**src/rtl/glb_launch_ctrl.sv**
```systemverilog
// Command sequencer for the global_buffer: drives cfg register writes/reads,
// issues per-tile start pulses and waits on per-tile interrupts with a timeout.
module glb_launch_ctrl #(
  parameter int NUM_GLB_TILES  = 16,
  parameter int AXI_ADDR_WIDTH = 12,
  parameter int AXI_DATA_WIDTH = 32,
  parameter int TIMEOUT_CYCLES = 65536
) (
  input  logic                      clk,
  input  logic                      reset,
  input  logic                      cmd_valid,
  output logic                      cmd_ready,
  input  logic [1:0]                cmd_op,
  input  logic [AXI_ADDR_WIDTH-1:0] cmd_addr,
  input  logic [AXI_DATA_WIDTH-1:0] cmd_data,
  output logic                      rsp_valid,
  input  logic                      rsp_ready,
  output logic                      rsp_err,
  output logic [AXI_DATA_WIDTH-1:0] rsp_data,
  output logic                      if_cfg_wr_en,
  output logic                      if_cfg_wr_clk_en,
  output logic [AXI_ADDR_WIDTH-1:0] if_cfg_wr_addr,
  output logic [AXI_DATA_WIDTH-1:0] if_cfg_wr_data,
  output logic                      if_cfg_rd_en,
  output logic                      if_cfg_rd_clk_en,
  output logic [AXI_ADDR_WIDTH-1:0] if_cfg_rd_addr,
  input  logic [AXI_DATA_WIDTH-1:0] if_cfg_rd_data,
  input  logic                      if_cfg_rd_data_valid,
  output logic [NUM_GLB_TILES-1:0]  strm_g2f_start_pulse,
  output logic [NUM_GLB_TILES-1:0]  strm_f2g_start_pulse,
  output logic [NUM_GLB_TILES-1:0]  pcfg_start_pulse,
  input  logic [NUM_GLB_TILES-1:0]  strm_g2f_interrupt_pulse,
  input  logic [NUM_GLB_TILES-1:0]  strm_f2g_interrupt_pulse,
  input  logic [NUM_GLB_TILES-1:0]  pcfg_g2f_interrupt_pulse,
  output logic                      busy
);

  localparam int CW = $clog2(TIMEOUT_CYCLES + 1);
  localparam logic [CW-1:0] CNT_LAST = CW'(TIMEOUT_CYCLES - 1);
  localparam int unsigned NK = 3;

  typedef enum logic [3:0] {
    S_IDLE, S_WR_PRE, S_WR, S_RD_PRE, S_RD, S_RD_WAIT, S_PULSE, S_WAIT_IRQ, S_RSP
  } state_e;

  typedef enum logic [1:0] {OP_CFG_WR, OP_CFG_RD, OP_START, OP_WAIT} op_e;

  state_e                    state_q, state_d;
  logic [AXI_ADDR_WIDTH-1:0] addr_q;
  logic [AXI_DATA_WIDTH-1:0] data_q;
  logic [CW-1:0]             cnt_q, cnt_d;
  logic                      rsp_err_q, rsp_err_d;
  logic [AXI_DATA_WIDTH-1:0] rsp_data_q, rsp_data_d;
  logic [NUM_GLB_TILES-1:0]  pend_q [NK];
  logic [NUM_GLB_TILES-1:0]  pend_d [NK];
  logic [NUM_GLB_TILES-1:0]  irq    [NK];
  logic [NUM_GLB_TILES-1:0]  pulse  [NK];
  logic [NUM_GLB_TILES-1:0]  mask, seen;
  logic [1:0]                kind;
  logic                      accept, done, expired;

  assign irq[0] = strm_g2f_interrupt_pulse;
  assign irq[1] = strm_f2g_interrupt_pulse;
  assign irq[2] = pcfg_g2f_interrupt_pulse;

  assign strm_g2f_start_pulse = pulse[0];
  assign strm_f2g_start_pulse = pulse[1];
  assign pcfg_start_pulse     = pulse[2];

  assign kind     = addr_q[1:0];
  assign mask     = data_q[NUM_GLB_TILES-1:0];
  assign accept   = cmd_valid & cmd_ready;
  assign rsp_err  = rsp_err_q;
  assign rsp_data = rsp_data_q;

  // Interrupts arriving this cycle count toward completion immediately.
  always_comb begin
    seen = '0;
    for (int unsigned k = 0; k < NK; k++) begin
      if (kind == 2'(k)) seen = pend_q[k] | irq[k];
    end
  end

  assign done    = ((seen & mask) == mask);
  assign expired = (cnt_q == CNT_LAST);

  always_comb begin
    state_d          = state_q;
    cnt_d            = '0;
    rsp_err_d        = rsp_err_q;
    rsp_data_d       = rsp_data_q;
    cmd_ready        = 1'b0;
    rsp_valid        = 1'b0;
    if_cfg_wr_en     = 1'b0;
    if_cfg_wr_clk_en = 1'b0;
    if_cfg_wr_addr   = '0;
    if_cfg_wr_data   = '0;
    if_cfg_rd_en     = 1'b0;
    if_cfg_rd_clk_en = 1'b0;
    if_cfg_rd_addr   = '0;
    for (int unsigned k = 0; k < NK; k++) begin
      pend_d[k] = pend_q[k] | irq[k];
      pulse[k]  = '0;
    end

    unique case (state_q)
      S_IDLE: begin
        cmd_ready = 1'b1;
        if (cmd_valid) begin
          rsp_err_d  = 1'b0;
          rsp_data_d = '0;
          unique case (op_e'(cmd_op))
            OP_CFG_WR: state_d = S_WR_PRE;
            OP_CFG_RD: state_d = S_RD_PRE;
            OP_START, OP_WAIT: begin
              if (cmd_addr[1:0] == 2'd3) begin
                rsp_err_d = 1'b1;
                state_d   = S_RSP;
              end else begin
                state_d = (op_e'(cmd_op) == OP_START) ? S_PULSE : S_WAIT_IRQ;
              end
            end
          endcase
        end
      end
      S_WR_PRE, S_WR: begin
        if_cfg_wr_clk_en = 1'b1;
        if_cfg_wr_addr   = addr_q;
        if_cfg_wr_data   = data_q;
        if_cfg_wr_en     = (state_q == S_WR);
        state_d          = (state_q == S_WR) ? S_RSP : S_WR;
      end
      S_RD_PRE: begin
        if_cfg_rd_clk_en = 1'b1;
        if_cfg_rd_addr   = addr_q;
        state_d          = S_RD;
      end
      S_RD, S_RD_WAIT: begin
        if_cfg_rd_clk_en = 1'b1;
        if_cfg_rd_addr   = addr_q;
        if_cfg_rd_en     = (state_q == S_RD);
        if (state_q == S_RD_WAIT) cnt_d = cnt_q + CW'(1);
        if (if_cfg_rd_data_valid) begin
          rsp_data_d = if_cfg_rd_data;
          state_d    = S_RSP;
        end else if (state_q == S_RD) begin
          state_d = S_RD_WAIT;
        end else if (expired) begin
          rsp_err_d  = 1'b1;
          rsp_data_d = '0;
          state_d    = S_RSP;
        end
      end
      S_PULSE: begin
        for (int unsigned k = 0; k < NK; k++) begin
          if (kind == 2'(k)) begin
            pulse[k]  = mask;
            pend_d[k] = pend_d[k] & ~mask;
          end
        end
        state_d = S_RSP;
      end
      S_WAIT_IRQ: begin
        cnt_d = cnt_q + CW'(1);
        if (done) begin
          rsp_data_d = AXI_DATA_WIDTH'(mask);
          for (int unsigned k = 0; k < NK; k++) begin
            if (kind == 2'(k)) pend_d[k] = pend_d[k] & ~mask;
          end
          state_d = S_RSP;
        end else if (expired) begin
          rsp_err_d  = 1'b1;
          rsp_data_d = AXI_DATA_WIDTH'(seen & mask);
          state_d    = S_RSP;
        end
      end
      S_RSP: begin
        rsp_valid = 1'b1;
        if (rsp_ready) state_d = S_IDLE;
      end
      default: state_d = S_IDLE;
    endcase

    // Reset masks strobes in the same cycle so an aborted command issues nothing more.
    if (reset) begin
      cmd_ready        = 1'b1;
      rsp_valid        = 1'b0;
      if_cfg_wr_en     = 1'b0;
      if_cfg_wr_clk_en = 1'b0;
      if_cfg_wr_addr   = '0;
      if_cfg_wr_data   = '0;
      if_cfg_rd_en     = 1'b0;
      if_cfg_rd_clk_en = 1'b0;
      if_cfg_rd_addr   = '0;
      for (int unsigned k = 0; k < NK; k++) pulse[k] = '0;
    end
  end

  assign busy = (state_q != S_IDLE) && !reset;

  always_ff @(posedge clk) begin
    if (reset) begin
      state_q    <= S_IDLE;
      addr_q     <= '0;
      data_q     <= '0;
      cnt_q      <= '0;
      rsp_err_q  <= 1'b0;
      rsp_data_q <= '0;
      for (int unsigned k = 0; k < NK; k++) pend_q[k] <= '0;
    end else begin
      state_q    <= state_d;
      cnt_q      <= cnt_d;
      rsp_err_q  <= rsp_err_d;
      rsp_data_q <= rsp_data_d;
      for (int unsigned k = 0; k < NK; k++) pend_q[k] <= pend_d[k];
      if (accept) begin
        addr_q <= cmd_addr;
        data_q <= cmd_data;
      end
    end
  end

endmodule

```
**config.mk**
```make
export PLATFORM = sky130hd
export DESIGN_NAME = glb_launch_ctrl
export DESIGN_NICKNAME = d
export VERILOG_FILES = /design/src/rtl/glb_launch_ctrl.sv
export SDC_FILE = /design/constraint.sdc
export NUM_CORES = 1
export LEC_CHECK = 0
export ABC_AREA = 1
export ABC_CLOCK_PERIOD_IN_PS = 3230
export CORE_AREA = 2 2 137 139
export DETAILED_ROUTE_END_ITERATION = 7
export DIE_AREA = 0 0 139 141
export PLACE_DENSITY = 0.76
export SYNTH_ARGS = -nofsm -noshare
export SYNTH_HDL_FRONTEND = slang
export SYNTH_SLANG_ARGS = --single-unit
```
**constraint.sdc**
```tcl
create_clock -name clk -period 3.23 [get_ports clk]
set_input_delay 0.323 -clock clk [delete_from_list [all_inputs] [get_ports clk]]
set_output_delay 0.323 -clock clk [all_outputs]
set_load 0.02 [all_outputs]
```
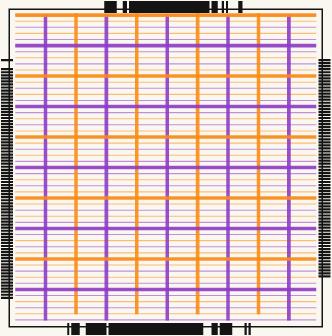
Figure 1: supply network.
Pins as bars on the die edge.
orange -> VDD
purple -> VSS
met5 straps = 10
met1 rails = 51
signal pins = 275
rows = 50
floorplan die width: 139 um
IR drop worst, VDD: 407 uV
die span in y: 141 um

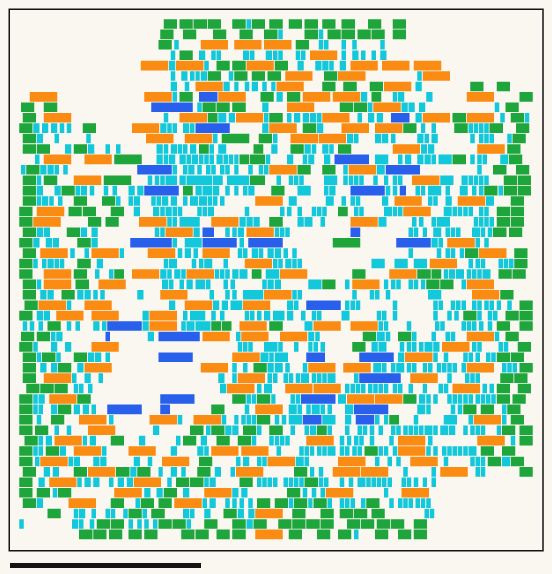
Figure 2: placed cells, one colour a class.
Scale bar: 50 um.
green -> remaining buffers and delay cells  # cells 292, share of their area 28%
blue -> clock drivers and dummy loads  # cells 31, share of their area 6.2%
cyan -> remaining logic cells  # cells 901, share of their area 38%
orange -> registers  # cells 146, share of their area 28%
core footprint: 18300 um2
final instance area: 10800 um2
register share of the cell area: 27.2%
standard-cell row count: 50
fin util: 58.9%

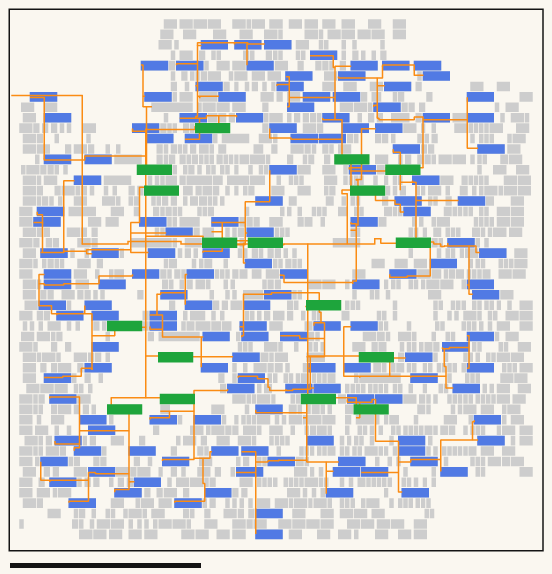
Figure 3: clock distribution.
Scale bar: 50 um.
green -> clock-net drivers  # count 17
orange -> clock wires  # length 1840 um
blue -> flip-flops  # count 146
routed clock nets = 18
final clock skew: 0.00789 ns
P_clk: 2.14 mW
clock share of power: 32.0%
clock latency on the worst-skew pair: 0.41 ns

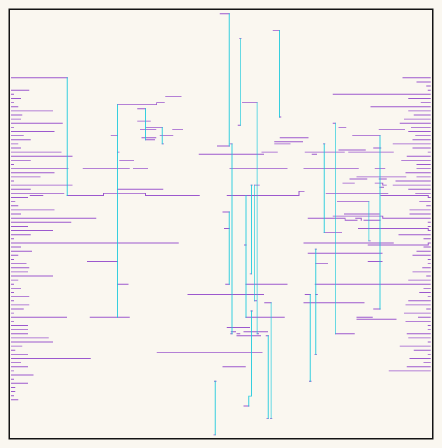
Figure 4: signal wires by layer.
Only two layers are drawn.
purple -> M3  # wire length 1800 um
cyan -> M4  # wire length 842 um
Routed Wire Length: 24300 um
Vias: 7893
aggregate global-route resource usage: 24.0%
routed len/inst: 15.1 um

## through the flow
stage,area (um2),setup slack (ns)
finish,10800,0.255
global route,10800,-0.0461
CTS,10700,0.156
detailed placement,10100,0.168
global placement,10100,0.300
floorplan,7100,0.231
## sequential cells by signal, indices dropped and copies added (netlist names)
name	cells
pend_q	48
data_q	32
rsp_data	32
cnt_q	17
addr_q	12
state_q	4
rsp_err	1
## power groups by stage
stage	logic [mW]	registers, mW	clock network (mW)
detailed placement	2.28	2.24	0
finish	2.34	2.21	2.14
global placement	2.27	2.24	0
floorplan	1.42	2.19	0
global route	2.58	2.23	2.26
CTS	2.29	2.20	2.18
## critical path: cells and delay by family (launching register included)
kind	cells	cell delay [ns]
flip-flops	1	0.41
AND/OR/NAND/NOR	3	0.80
buffers and inverters	3	1.02
==> impl.org <==
#+TITLE: Synthesis and PnR summary

** Power and ir drop
- Power comes to around 6.7 mW.
- The script computed a power per unit cell area of ~620 nW/um2.

** Flow run
- Tally of OpenROAD warnings :: 27

** Global routing
- GRT Residual Overflow :: 0
- The number of antenna violations at the first check in global routing was 1.
- Number of global-route vias before repair :: just over 7000
- On met1, the global router reports a usage of a little under a third.

** Cells and area
- Biggest area consumer among cell classes :: multi-input combinational cells
- Clock buffers :: 23
- Commonest cells after routing, fill and taps aside :: clkdlybuf4s50_1 (272), nand2_1 (253), nor2_1 (237), dfxtp_1 (146), inv_1 (129)
- According to the finish report, the design has a final net count of ~1500.
- Buffers, non-clock :: 292

** Routing
- Detailed Route Iter0 Violations :: approximately 630
- The pre-antenna-repair detailed-routing pass consisted of 5 iterations.
- The script logs the ratio of routed vias to standard cells as between 4 and 5.
- Wire segments on met2 add up to 11200 um in the final route.

** Timing
- Final number of max-transition violations :: 0
- Per the timing report, the achievable frequency comes out to 0.336 GHz.
- The end-of-flow timing check tallies setup violations at 0.

** Critical path
- Measured in cells, the most critical reg-to-reg path has a length of 17.
- Nature of the critical path endpoint :: output pin
- STA classifies the critical path startpoint as a flip-flop.
- Maximum fanout count along the critical path :: 24

** Min path
- Source of the worst hold timing path :: data_q[22]$_SDFFE_PP0P_
- The worst hold path terminates at data_q[22]$_SDFFE_PP0P_.

** Synth
- Summing the areas of all xor and xnor instances in the mapped netlist gives 0.247% of the synthesized area.
- Cell types with the highest counts after synthesis :: nand2_1 (253), nor2_1 (239), dfxtp_1 (146)
- Number of instances in the synthesized netlist :: 1106
- After synthesis, the largest area contributor takes up just over 40% of total cell area.
- Sorting the synthesized cells by area gives the leading types as dfxtp_1 (41%), nand2_1 (13%), nor2_1 (13%).

** Outcome
- Result of the run :: completed

** Die
- N_taps :: approximately 230

** Placement
- The placement report lists the number of port buffers as between 200 and 300.
- According to the dpl log, the detail-placed design has an HPWL of 17700 um.
No activity file was given, so power comes from the tool's default toggle rates.
